Figure 1. Metal layers overlaid (run 1).
(2 px per um) Two of the layers only.
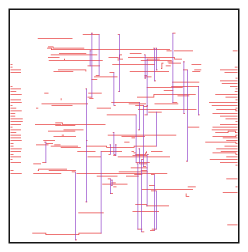
Figure 2. Gate families picked out (run 1).
(3 px per um)
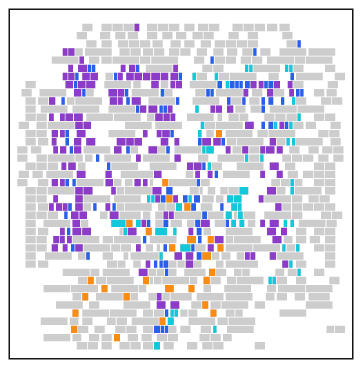
Figure 3. The metal 4 layer (run 1).
(3 px per um)
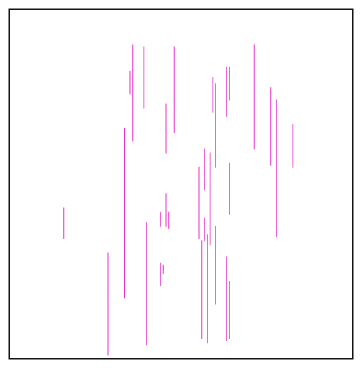
**src/rtl/ex_wb_stage_pkg.sv**
```systemverilog
// Shared types and codes for the EX->WB stage: writeback selects, load funct3 codes
// and the buffered entry layout.
package ex_wb_stage_pkg;

  localparam int XLEN    = 32;
  localparam int RADDR_W = 5;

  localparam logic [1:0] WB_SEL_ALU = 2'd0;
  localparam logic [1:0] WB_SEL_PC4 = 2'd1;
  localparam logic [1:0] WB_SEL_MEM = 2'd2;

  localparam logic [2:0] F3_LB  = 3'b000;
  localparam logic [2:0] F3_LH  = 3'b001;
  localparam logic [2:0] F3_LW  = 3'b010;
  localparam logic [2:0] F3_LBU = 3'b100;
  localparam logic [2:0] F3_LHU = 3'b101;

  typedef struct packed {
    logic               valid;
    logic               pending;
    logic [RADDR_W-1:0] rd;
    logic               we;
    logic [1:0]         wb_sel;
    logic [2:0]         funct3;
    logic [1:0]         off;
    logic [XLEN-1:0]    result;
  } wb_entry_t;

  function automatic logic [XLEN-1:0] select_result(input logic [1:0]      wb_sel,
                                                   input logic [XLEN-1:0] alu,
                                                   input logic [XLEN-1:0] pc4);
    return (wb_sel == WB_SEL_PC4) ? pc4 : alu;
  endfunction

endpackage

```
**src/rtl/ex_wb_stage_if.sv**
```systemverilog
// EX->WB stage bus: EX offer handshake, dmem read return and the writeback bus.
// master = surrounding pipeline, slave = the stage.
interface ex_wb_stage_if;
  import ex_wb_stage_pkg::*;

  logic               ex_valid;
  logic               ex_ready;
  logic               ex_flush;
  logic [RADDR_W-1:0] ex_rd;
  logic               ex_reg_we;
  logic [1:0]         ex_wb_sel;
  logic [2:0]         ex_funct3;
  logic [XLEN-1:0]    ex_alu_result;
  logic [XLEN-1:0]    ex_pc_plus4;
  logic               dmem_rvalid;
  logic [XLEN-1:0]    dmem_rdata;
  logic               wb_ready;
  logic               wb_valid;
  logic [RADDR_W-1:0] wb_addr;
  logic               is_wb;
  logic [XLEN-1:0]    wb_data;

  modport master (
    output ex_valid, ex_flush, ex_rd, ex_reg_we, ex_wb_sel, ex_funct3,
           ex_alu_result, ex_pc_plus4, dmem_rvalid, dmem_rdata, wb_ready,
    input  ex_ready, wb_valid, wb_addr, is_wb, wb_data
  );

  modport slave (
    input  ex_valid, ex_flush, ex_rd, ex_reg_we, ex_wb_sel, ex_funct3,
           ex_alu_result, ex_pc_plus4, dmem_rvalid, dmem_rdata, wb_ready,
    output ex_ready, wb_valid, wb_addr, is_wb, wb_data
  );

endinterface

```
**src/rtl/ex_wb_stage_load_align.sv**
```systemverilog
// load_align: extracts the byte/halfword selected by the load offset and extends it
// to XLEN; word loads pass through as read.
module load_align
  import ex_wb_stage_pkg::*;
(
  input  logic [2:0]      funct3,
  input  logic [1:0]      off,
  input  logic [XLEN-1:0] rdata,
  output logic [XLEN-1:0] data
);

  logic [7:0]  byte_s;
  logic [15:0] half_s;

  assign byte_s = rdata[{off, 3'b000} +: 8];
  assign half_s = rdata[{off[1], 4'b0000} +: 16];

  // size/sign selection
  always_comb begin
    case (funct3)
      F3_LB:   data = {{(XLEN-8){byte_s[7]}}, byte_s};
      F3_LBU:  data = {{(XLEN-8){1'b0}}, byte_s};
      F3_LH:   data = {{(XLEN-16){half_s[15]}}, half_s};
      F3_LHU:  data = {{(XLEN-16){1'b0}}, half_s};
      default: data = rdata;
    endcase
  end

endmodule

```
**src/rtl/ex_wb_stage.sv**
```systemverilog
// EX->WB pipeline stage: buffers retiring EX results, merges dmem load data and drives
// the writeback bus. EX_WB_SKID_EN adds a skid entry and registers ex_ready.
module ex_wb_stage
  import ex_wb_stage_pkg::*;
(
  input logic          clk,
  input logic          rst_n,
  ex_wb_stage_if.slave bus
);

  // Slot 0 is the head (oldest); slot 1 is the skid slot, never filled in the 1-entry build.
  wb_entry_t       entry_r  [2];
  wb_entry_t       filled_s [2];
  wb_entry_t       popped_s [2];
  wb_entry_t       entry_s  [2];
  wb_entry_t       incoming_s;
  logic            head_valid_s;
  logic            pop_s;
  logic            accept_s;
  logic            ready_s;
  logic            fill_en_s;
  logic            fill_idx_s;
  logic [2:0]      fill_funct3_s;
  logic [1:0]      fill_off_s;
  logic [XLEN-1:0] aligned_s;

  assign head_valid_s = entry_r[0].valid & ~entry_r[0].pending;
  assign pop_s        = head_valid_s & bus.wb_ready;
  assign accept_s     = bus.ex_valid & ready_s & ~bus.ex_flush;

  // Returned load data belongs to the oldest pending entry.
  assign fill_idx_s    = ~(entry_r[0].valid & entry_r[0].pending);
  assign fill_en_s     = bus.dmem_rvalid & entry_r[fill_idx_s].valid & entry_r[fill_idx_s].pending;
  assign fill_funct3_s = entry_r[fill_idx_s].funct3;
  assign fill_off_s    = entry_r[fill_idx_s].off;

  load_align u_load_align (
    .funct3 (fill_funct3_s),
    .off    (fill_off_s),
    .rdata  (bus.dmem_rdata),
    .data   (aligned_s)
  );

  // build the entry offered by EX
  always_comb begin
    incoming_s         = '0;
    incoming_s.valid   = 1'b1;
    incoming_s.pending = (bus.ex_wb_sel == WB_SEL_MEM);
    incoming_s.rd      = bus.ex_rd;
    incoming_s.we      = bus.ex_reg_we;
    incoming_s.wb_sel  = bus.ex_wb_sel;
    incoming_s.funct3  = bus.ex_funct3;
    incoming_s.off     = bus.ex_alu_result[1:0];
    incoming_s.result  = select_result(bus.ex_wb_sel, bus.ex_alu_result, bus.ex_pc_plus4);
  end

  // next buffer state: fill, then pop, then append at the first free slot
  always_comb begin
    filled_s                     = entry_r;
    filled_s[fill_idx_s].pending = entry_r[fill_idx_s].pending & ~fill_en_s;
    filled_s[fill_idx_s].result  = fill_en_s ? aligned_s : entry_r[fill_idx_s].result;

    popped_s[0] = pop_s ? filled_s[1] : filled_s[0];
    popped_s[1] = pop_s ? wb_entry_t'('0) : filled_s[1];

    entry_s = popped_s;
    if (accept_s && !popped_s[0].valid) begin
      entry_s[0] = incoming_s;
    end else if (accept_s) begin
      entry_s[1] = incoming_s;
    end else begin
      entry_s[0] = popped_s[0];
    end
  end

  // entry storage
  always_ff @(posedge clk or negedge rst_n) begin
    if (!rst_n) begin
      entry_r[0] <= '0;
      entry_r[1] <= '0;
    end else begin
      entry_r <= entry_s;
    end
  end

`ifdef EX_WB_SKID_EN
  logic ex_ready_r;

  // ex_ready follows next-cycle skid occupancy, so no path from wb_ready
  always_ff @(posedge clk or negedge rst_n) begin
    if (!rst_n) begin
      ex_ready_r <= 1'b1;
    end else begin
      ex_ready_r <= ~entry_s[1].valid;
    end
  end

  assign ready_s = ex_ready_r;
`else
  assign ready_s = ~entry_r[0].valid | pop_s;
`endif

  assign bus.ex_ready = ready_s;
  assign bus.wb_valid = head_valid_s;
  assign bus.wb_addr  = entry_r[0].rd;
  assign bus.is_wb    = head_valid_s & entry_r[0].we & (entry_r[0].rd != {RADDR_W{1'b0}});
  assign bus.wb_data  = entry_r[0].result;

endmodule

```
**src/flat_wrapper.sv**
```systemverilog
// flat-port wrapper written by rule: the top's interface ports become plain ports
module ex_wb_stage_flat import ex_wb_stage_pkg::*;
  (clk, rst_n, bus_ex_valid, bus_ex_flush, bus_ex_rd, bus_ex_reg_we, bus_ex_wb_sel, bus_ex_funct3, bus_ex_alu_result, bus_ex_pc_plus4, bus_dmem_rvalid, bus_dmem_rdata, bus_wb_ready, bus_ex_ready, bus_wb_valid, bus_wb_addr, bus_is_wb, bus_wb_data);
  ex_wb_stage_if bus_i ();
  input logic clk;
  input logic rst_n;
  input wire logic [$bits(bus_i.ex_valid)-1:0] bus_ex_valid;
  input wire logic [$bits(bus_i.ex_flush)-1:0] bus_ex_flush;
  input wire logic [$bits(bus_i.ex_rd)-1:0] bus_ex_rd;
  input wire logic [$bits(bus_i.ex_reg_we)-1:0] bus_ex_reg_we;
  input wire logic [$bits(bus_i.ex_wb_sel)-1:0] bus_ex_wb_sel;
  input wire logic [$bits(bus_i.ex_funct3)-1:0] bus_ex_funct3;
  input wire logic [$bits(bus_i.ex_alu_result)-1:0] bus_ex_alu_result;
  input wire logic [$bits(bus_i.ex_pc_plus4)-1:0] bus_ex_pc_plus4;
  input wire logic [$bits(bus_i.dmem_rvalid)-1:0] bus_dmem_rvalid;
  input wire logic [$bits(bus_i.dmem_rdata)-1:0] bus_dmem_rdata;
  input wire logic [$bits(bus_i.wb_ready)-1:0] bus_wb_ready;
  output wire logic [$bits(bus_i.ex_ready)-1:0] bus_ex_ready;
  output wire logic [$bits(bus_i.wb_valid)-1:0] bus_wb_valid;
  output wire logic [$bits(bus_i.wb_addr)-1:0] bus_wb_addr;
  output wire logic [$bits(bus_i.is_wb)-1:0] bus_is_wb;
  output wire logic [$bits(bus_i.wb_data)-1:0] bus_wb_data;
  assign bus_i.ex_valid = bus_ex_valid;
  assign bus_i.ex_flush = bus_ex_flush;
  assign bus_i.ex_rd = bus_ex_rd;
  assign bus_i.ex_reg_we = bus_ex_reg_we;
  assign bus_i.ex_wb_sel = bus_ex_wb_sel;
  assign bus_i.ex_funct3 = bus_ex_funct3;
  assign bus_i.ex_alu_result = bus_ex_alu_result;
  assign bus_i.ex_pc_plus4 = bus_ex_pc_plus4;
  assign bus_i.dmem_rvalid = bus_dmem_rvalid;
  assign bus_i.dmem_rdata = bus_dmem_rdata;
  assign bus_i.wb_ready = bus_wb_ready;
  assign bus_ex_ready = bus_i.ex_ready;
  assign bus_wb_valid = bus_i.wb_valid;
  assign bus_wb_addr = bus_i.wb_addr;
  assign bus_is_wb = bus_i.is_wb;
  assign bus_wb_data = bus_i.wb_data;
  ex_wb_stage u_core (.clk(clk), .rst_n(rst_n), .bus(bus_i));
endmodule
```
**config.mk**
```make
export PLATFORM = sky130hd
export DESIGN_NAME = ex_wb_stage_flat
export DESIGN_NICKNAME = d
export VERILOG_FILES = /design/src/rtl/ex_wb_stage_pkg.sv /design/src/rtl/ex_wb_stage_if.sv /design/src/rtl/ex_wb_stage_load_align.sv /design/src/rtl/ex_wb_stage.sv /design/src/flat_wrapper.sv
export SDC_FILE = /design/constraint.sdc
export NUM_CORES = 1
export LEC_CHECK = 0
export CAP_MARGIN = 20
export CORE_AREA = 2 2 112 114
export CTS_CLUSTER_SIZE = 28
export DETAILED_ROUTE_END_ITERATION = 8
export DIE_AREA = 0 0 114 116
export MAX_ROUTING_LAYER = met4
export PLACE_DENSITY = 0.78
export SLEW_MARGIN = 0
export SYNTH_ARGS = -nofsm -noshare
export SYNTH_HDL_FRONTEND = slang
export SYNTH_SLANG_ARGS = --single-unit
```
**constraint.sdc**
```tcl
create_clock -name clk -period 2.5 [get_ports clk]
set_input_delay 0.375 -clock clk [delete_from_list [all_inputs] [get_ports clk]]
set_output_delay 0.375 -clock clk [all_outputs]
set_load 0.01 [all_outputs]
```
==> flow_metrics.py, run 1 <==
# Physical implementation metrics
metrics = {
    "status": {
        "status": "finished clean",
    },
    "global_routing": {
        "grt-busiest-layer": "met2",
        "grt_remaining_overflow": 0,
        "met3_usage_pct": 3.97,
        "grt_util_met1_pct": 37.8,
    },
    "timing": {
        "maxSlewHeadroom_pct": 39.0,
        "fmax_mhz": 411,
        "fin_crit_ns": 2.43,
        "finalCritPeriodShare_pct": 97.2,
        "final.setup.tns_ns": 0,
        "slew_viol_final": 0,
    },
    "synth": {
        "top_area_share_pct": 38.4,
        "synth_top_cell_by_count": "dfrtp_1",
        "ys_types": 55,
        "compound_area_share_pct": 30.8,
        "synth_seq_share_pct": 38.4,
        "ys_cells": 646,
        "top_area_cell": "dfrtp_1",
        "xor_area_share_pct": 0,
        "yosys_warnings": 0,
        "simple_gate_area_share_pct": 13.2,
        "top_cells_by_area": "dfrtp_1 38%, mux2i_1 8.0%, a221o_1 5.6%",
        "synthFlopType": "dfrtp_1",
    },
    "floorplanning": {
        "rows": 40,
        "die_w_um": 114,
        "core_um2": 11900,
        "fp_util_pct": 49.2,
    },
    "hold_path": {
        "hold_path_depth": 1,
        "hold_class": "flop to flop",
    },
    "power_and_ir_drop": {
        "power_frac_seq_pct": 32.8,
        "switching_power_mw": 2.49,
        "combPwrFrac_pct": 45.3,
        "irDropWorstVdd_uv": 415,
        "clkPwrFrac_pct": 21.9,
    },
    "layout": {
        "area_growth_syn_to_layout_pct": 33.0,
        "antenna_cells": 0,
        "drive_gt1_share_pct": 9.86,
        "largest_register": "u_core.entry_r",
    },
    "cts": {
        "htreeDepth": 3,
        "cts_resized": 1,
        "cts_tree": "yes",
        "clkLatencyLatePin_ns": 0.34,
        "clk_pin_slew_ns": 0.06,
        "hold_buffers": 1,
    },
    "worst_setup_path": {
        "cp_data_arrival_time_ns": 2.06,
        "critPathCapture": "bus_is_wb",
        "worstSetupEndpointType": "output pin",
        "rr_startpoint": "u_core.entry_r[93]",
    },
    "placed_design": {
        "dp_hpwl_mm": 13.9,
        "preCtsSetupSlack_ns": -0.163,
        "gp_congestion": 0.926,
    },
    "route": {
        "ant_nets": 0,
        "vias": 5967,
        "top_layer": "met4",
        "drc_errors": 0,
    },
}
Back to the opening pictures, Figure 1:
legend:
  purple:
    layer: M4
    wire_length: 698 um
  red:
    layer: M3
    wire_length: 1610 um
Routed Wire Length: 19.4 mm
DR WL/cell: 21.2 um
Total GRT Usage: 29.7%

Back to the opening pictures, Figure 2:
legend:
  blue:
    family: nand cells
    cells: 87
    most_used: nand2_1
  cyan:
    family: nor cells
    cells: 56
    most_used: nor2_1
  purple:
    family: aoi and oai cells
    cells: 158
    most_used: o211ai_1
  orange:
    family: and/or cells
    cells: 26
    most_used: and3_1
    where: south
Commonest Layout Cell: clkdlybuf4s50_1
Comb area share: 39.8%
final std cells w/o fill: 918

Back to the opening pictures, Figure 3:
main direction: vertical
longest straight run: 56.4 um
share of all routed wire: 3.6%

[run 1: per-stage QoR]
stage,area (um2),total power [mW],cells,util (%)
2_1_floorplan,5870,4.24,646,-
3_3_place_gp,7450,5.20,900,62.5
3_5_place_dp,7450,5.32,900,62.5
4_1_cts,7790,6.83,917,65.4
5_1_grt,7800,7.19,918,65.5
6_report,7800,6.86,918,65.5
[run 1: worst max-delay path, stage by stage, from the launching register on]
cell and delay, ns:
dfrtp_2 0.46, buf_4 0.15, buf_4 0.14, nor2b_1 0.23
o311a_1 0.21, clkdlybuf4s50_1 0.53
[run 1: final cells by class]
type	instances	area [um2]
clock buffer	9	225
clock inverter	7	98.8
fill	1007	4110
inverter	6	22.5
multi-input combinational	462	3110
sequential	90	2250
tap	147	184
timing repair buffer	197	1910
## Run 2: what changed since run 1
Settings changed: CORE_AREA 2 2 112 114 to 2 2 114 116, DIE_AREA 0 0 114 116 to 0 0 116 118, HOLD_SLACK_MARGIN set to 0.02, PLACE_DENSITY 0.78 to 0.79, SYNTH_HIERARCHICAL set to 1.
Figure 4. Pin placement (run 2).
(3 px per um) Pins as bars across the die edge, other pins in grey.
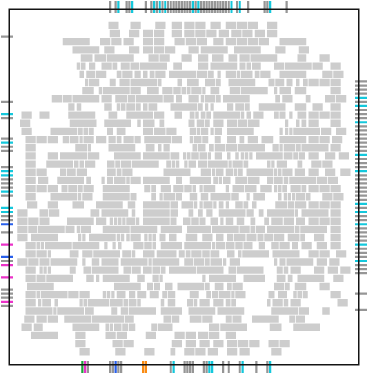
legend:
  magenta:
    port: `bus_wb_addr`
    pins: 5
    direction: output
    edge: 4 west, 1 south
  orange:
    port: `bus_ex_wb_sel`
    pins: 2
    direction: input
    edge: south
  green:
    port: `bus_wb_valid`
    pins: 1
    direction: output
    edge: south
  blue:
    port: `bus_ex_funct3`
    pins: 3
    direction: input
    edge: 2 west, 1 south
  cyan:
    port: `bus_ex_pc_plus4`
    pins: 32
    direction: input
    edge: 10 east, 10 north, 7 west, 5 south

Figure 5. Clock routing (run 2).
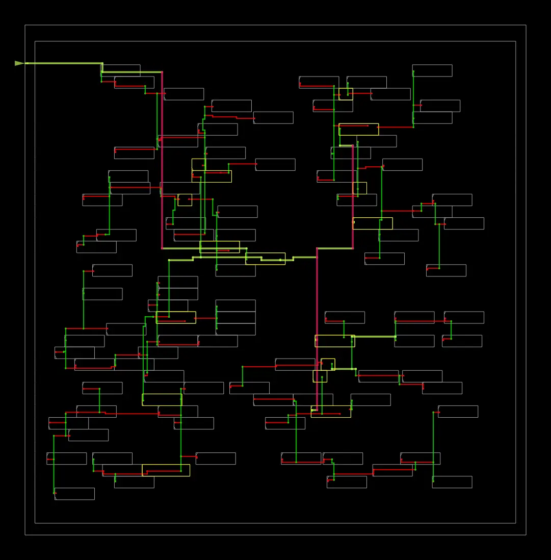
clock sink total: 90
clkbuf count: 9
Max Clock Skew: 0.00723 ns
CTS Buf Count: 9

==> flow_metrics.py, run 2 <==
# Physical implementation metrics
metrics = {
    "synth": {
        "syn_inst": 674,
        "yosys_warnings": 6,
        "ys_types": 47,
        "synthFlopType": "dfrtp_1",
        "top_area_share_pct": 35.9,
        "ys_cells": 674,
        "synth_top_cell_by_count": "nand2_1",
        "top_area_cell": "dfrtp_1",
    },
    "layout": {
        "area_growth_syn_to_layout_pct": 30.8,
        "drive_gt1_share_pct": 16.4,
        "antenna_cells": 0,
        "fin_cells": 963,
        "fin_util_pct": 66.1,
        "final_common_cell": "clkdlybuf4s50_1",
    },
    "global_routing": {
        "grt-busiest-layer": "met2",
        "met3_usage_pct": 4.07,
        "grt_max_degree": 57,
        "grt_util_met1_pct": 35.9,
    },
    "placed_design": {
        "dp_hpwl_mm": 13.4,
        "place_area_um2": 7840,
        "gp_congestion": 0.891,
        "preCtsSetupSlack_ns": -0.00673,
        "dpl.cell_count": 946,
    },
    "cts": {
        "cts_resized": 2,
        "clkLatencyLatePin_ns": 0.34,
        "htreeDepth": 3,
        "clk_pin_slew_ns": 0.07,
        "cts_tree": "yes",
        "hold_buffers": 0,
    },
    "timing": {
        "slew_viol_final": 0,
        "fin_crit_ns": 2.43,
        "finalCritPeriodShare_pct": 97.4,
        "maxSlewHeadroom_pct": 55.9,
        "final.setup.tns_ns": 0,
        "fmax_mhz": 411,
    },
    "hold_path": {
        "hold_class": "input port to async pin",
    },
    "floorplanning": {
        "rows": 41,
        "die_w_um": 116,
        "core_um2": 12400,
    },
    "power_and_ir_drop": {
        "total_power_mw": 6.71,
        "internal-power_mw": 4.19,
        "irDropWorstVdd_uv": 384,
        "power_frac_seq_pct": 31.5,
        "clkPwrFrac_pct": 21.1,
    },
    "worst_setup_path": {
        "rr_startpoint": "u_core/entry_r[92]",
        "critPathCapture": "u_core/bus.wb_data[3]",
        "cpLargestDelayFamily": "multiplexers",
        "cp_data_arrival_time_ns": 2.67,
        "cp_slowest_stage_delay_ns": 0.42,
        "worstSetupEndpointType": "flop",
        "crit_chain": "and2_4 -> nand2_1 -> nand2_2 -> buf_4 -> mux2i_1 -> nor2b_1 -> a21oi_1 -> o21ai_0 -> buf_4 -> mux2i_1 -> o221a_2 -> a21oi_1",
        "critPathSlowestCell": "dfrtp_1",
        "cp_num_cells": 12,
        "crit_buf_inv": 2,
    },
    "status": {
        "status": "finished clean",
    },
    "route": {
        "top_layer": "met4",
        "ant_nets": 0,
    },
}
Figure 6. Metal layers overlaid (run 2).
(2 px per um) Two of the layers only.
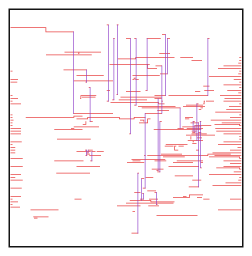
legend:
  red:
    layer: M3
    wire_length: 1530 um
  purple:
    layer: M4
    wire_length: 624 um
DR WL/cell: 20.1 um
Routed Wire Length: 19.3 mm
Total GRT Usage: 28.7%
Vias: 6022

-- run 2: netlist changes by cell type in the layout (fill, tap and decap cells not counted), sizes merged, moves of 19 or more --
cell | previous run | this run
o2bb2ai | 7 | 32
o221a | 0 | 32
nor2 | 42 | 20
nand2 | 69 | 110
o211ai | 32 | 2
nand3 | 15 | 34
mux2i | 47 | 100
a221o | 33 | 11
-- run 2: area by class of cell --
cell class,count,area (um2)
clock buffer,9,225
timing repair buffer,202,1970
tap,172,215
sequential,90,2250
clock inverter,7,82.6
multi-input combinational,481,3460
fill,1013,4200
inverter,2,7.51
-- run 2: kinds of logic (layout without fill, tap and decap cells) --
group           after synthesis  after routing  share of synthesized area (%)
compound gates              189            189                           23.4
simple gates                186            186                           13.1
mux                         106            106                           17.2
buf+inv                     103            220                           10.4
flops                        90             90                           35.9
## Run 3: what changed since run 2
Settings changed: CTS_CLUSTER_SIZE 28 to 14.
Figure 7. Gate families picked out (run 3).
(3 px per um)
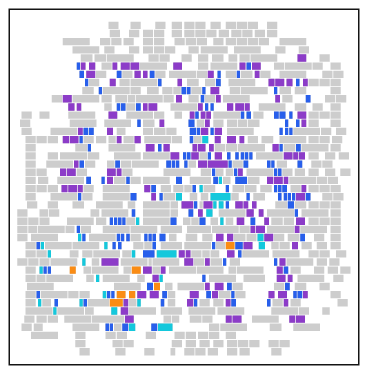
legend:
  blue:
    family: nand cells
    cells: 149
    most_used: nand2_1
  cyan:
    family: nor cells
    cells: 30
    most_used: nor2_1
  orange:
    family: and/or cells
    cells: 7
    most_used: or3_1
  purple:
    family: aoi and oai cells
    cells: 134
    most_used: a21oi_1

Figure 8. Clock routing (run 3).
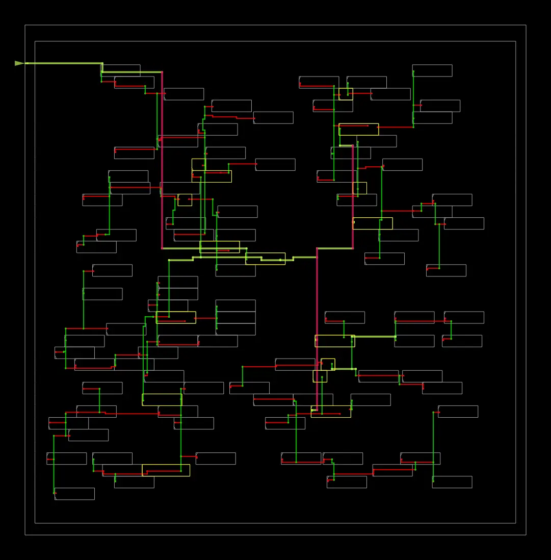
clk_lat worst skew: 0.34 ns
flip-flops: 90

==> flow_metrics.py, run 3 <==
# Physical implementation metrics
metrics = {
    "worst_setup_path": {
        "cp_data_arrival_time_ns": 2.67,
        "cpLargestDelayFamily": "multiplexers",
        "cp_num_cells": 12,
        "crit_buf_inv": 2,
        "rr_startpoint": "u_core/entry_r[92]",
        "critPathCapture": "u_core/bus.wb_data[3]",
        "r2r_cells": 12,
        "cp_slowest_stage_delay_ns": 0.42,
        "crit_chain": "and2_4 -> nand2_1 -> nand2_2 -> buf_4 -> mux2i_1 -> nor2b_1 -> a21oi_1 -> o21ai_0 -> buf_4 -> mux2i_1 -> o221a_2 -> a21oi_1",
        "worst_ep_required_time_ns": 2.73,
        "critPathSlowestCell": "dfrtp_1",
        "worstSetupEndpointType": "flop",
    },
    "power_and_ir_drop": {
        "clockNetworkPower_mw": 1.41,
        "clkPwrFrac_pct": 21.1,
        "p_comb_mw": 3.18,
        "irDropWorstVdd_uv": 384,
        "internal-power_mw": 4.19,
        "total_power_mw": 6.71,
        "powerSeq_mw": 2.11,
        "power_frac_seq_pct": 31.5,
    },
    "synth": {
        "syn_nets": 787,
        "yosys_warnings": 6,
        "ys_types": 47,
        "top_area_share_pct": 35.9,
        "synthFlopType": "dfrtp_1",
        "synth_top_cell_by_count": "nand2_1",
        "top_area_cell": "dfrtp_1",
        "syn_inst": 674,
        "ys_cells": 674,
    },
    "cts": {
        "cts_tree": "yes",
        "root_buffer": "clkbuf_16",
        "cts.sinks": 90,
        "cts_buffer_depth": 2,
        "htreeDepth": 3,
        "cts_resized": 2,
        "cts_buffers": 9,
        "clk_pin_slew_ns": 0.07,
        "hold_buffers": 0,
    },
    "route": {
        "vias": 6022,
        "dr.pass1.iters": 5,
        "ant_nets": 0,
        "routed_wirelength_mm": 19.3,
        "top_layer": "met4",
        "wl_per_cell_um": 20.1,
    },
    "layout": {
        "seq-cell-share_pct": 27.4,
        "clock_buffers": 9,
        "buffers": 202,
        "largest_register": "u_core/entry_r",
        "inv_count": 2,
        "sh_comb_area_pct": 42.1,
        "logic_gates": 481,
        "clock_area_share_pct": 3.75,
        "drive_gt1_share_pct": 16.4,
        "nonClkBufAreaFrac_pct": 24.0,
        "largest_cell_class": "logic gates",
        "area_growth_syn_to_layout_pct": 30.8,
        "antenna_cells": 0,
        "fin_cells": 963,
        "logic_area_um2": 3460,
        "final_common_cell": "clkdlybuf4s50_1",
        "regArea_um2": 2250,
        "fill_cells": 1013,
    },
    "status": {
        "status": "finished clean",
    },
    "timing": {
        "fmax_mhz": 411,
        "fin_crit_ns": 2.43,
        "finalClockSkew_ns": 0.00723,
        "final.setup.tns_ns": 0,
        "finalCritPeriodShare_pct": 97.4,
        "maxSlewHeadroom_pct": 55.9,
        "slew_viol_final": 0,
        "hold_viol_final": 0,
    },
    "floorplanning": {
        "rows": 41,
        "fp_util_pct": 50.6,
        "core_um2": 12400,
        "tap_cells": 172,
    },
    "global_routing": {
        "grt_util_met1_pct": 35.9,
        "grt_pass1_wl_mm": 30.2,
        "met3_usage_pct": 4.07,
        "grt-busiest-layer": "met2",
        "grt_max_degree": 57,
        "grt_use_total_pct": 28.7,
    },
    "placed_design": {
        "dpl.cell_count": 946,
        "gp_congestion": 0.891,
        "dp_hpwl_mm": 13.4,
    },
    "hold_path": {
        "hold_class": "input port to async pin",
    },
    "flow_run": {
        "max_cap_violations": 0,
        "warning_count": 28,
    },
}
Figure 9. Pin placement (run 3).
(3 px per um) Pins as bars across the die edge, other pins in grey.
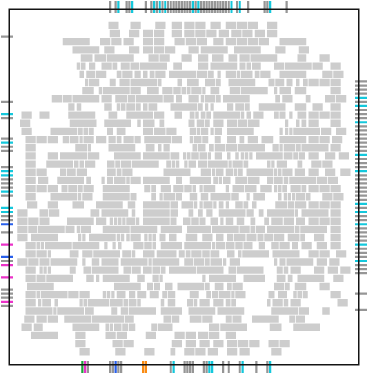
legend:
  blue:
    port: `bus_ex_funct3`
    pins: 3
    direction: input
    edge: 2 west, 1 south
  magenta:
    port: `bus_wb_addr`
    pins: 5
    direction: output
    edge: 4 west, 1 south
  orange:
    port: `bus_ex_wb_sel`
    pins: 2
    direction: input
    edge: south
  green:
    port: `bus_wb_valid`
    pins: 1
    direction: output
    edge: south
  cyan:
    port: `bus_ex_pc_plus4`
    pins: 32
    direction: input
    edge: 10 east, 10 north, 7 west, 5 south
all pins by edge: 50 east, 44 north, 32 west, 27 south
width of the die: 116 um
die height: 118 um

-- run 3: stage by stage --
step | hold WS [ns] | area [um2] | util [%] | setup WS, ns
after floorplan | 0.0794 | 6300 | - | -0.0388
after global placement | 0.437 | 7840 | 63.2 | 0.0775
after detailed placement | 0.437 | 7840 | 63.2 | -0.00673
after CTS | 0.0743 | 8150 | 65.7 | 0.0213
after global routing | 0.0926 | 8210 | 66.1 | -0.0194
final | 0.0540 | 8210 | 66.1 | 0.0660
-- run 3: logic make-up (layout without fill, tap and decap cells) --
logic type	Yosys count	in the layout	synth area share, %
AOI/OAI and AO/OA	189	189	23.4
and+or+nand+nor	186	186	13.1
DFF	90	90	35.9
muxes	106	106	17.2
buffers and inverters	103	220	10.4
Power is estimated from default activity; no workload was simulated.
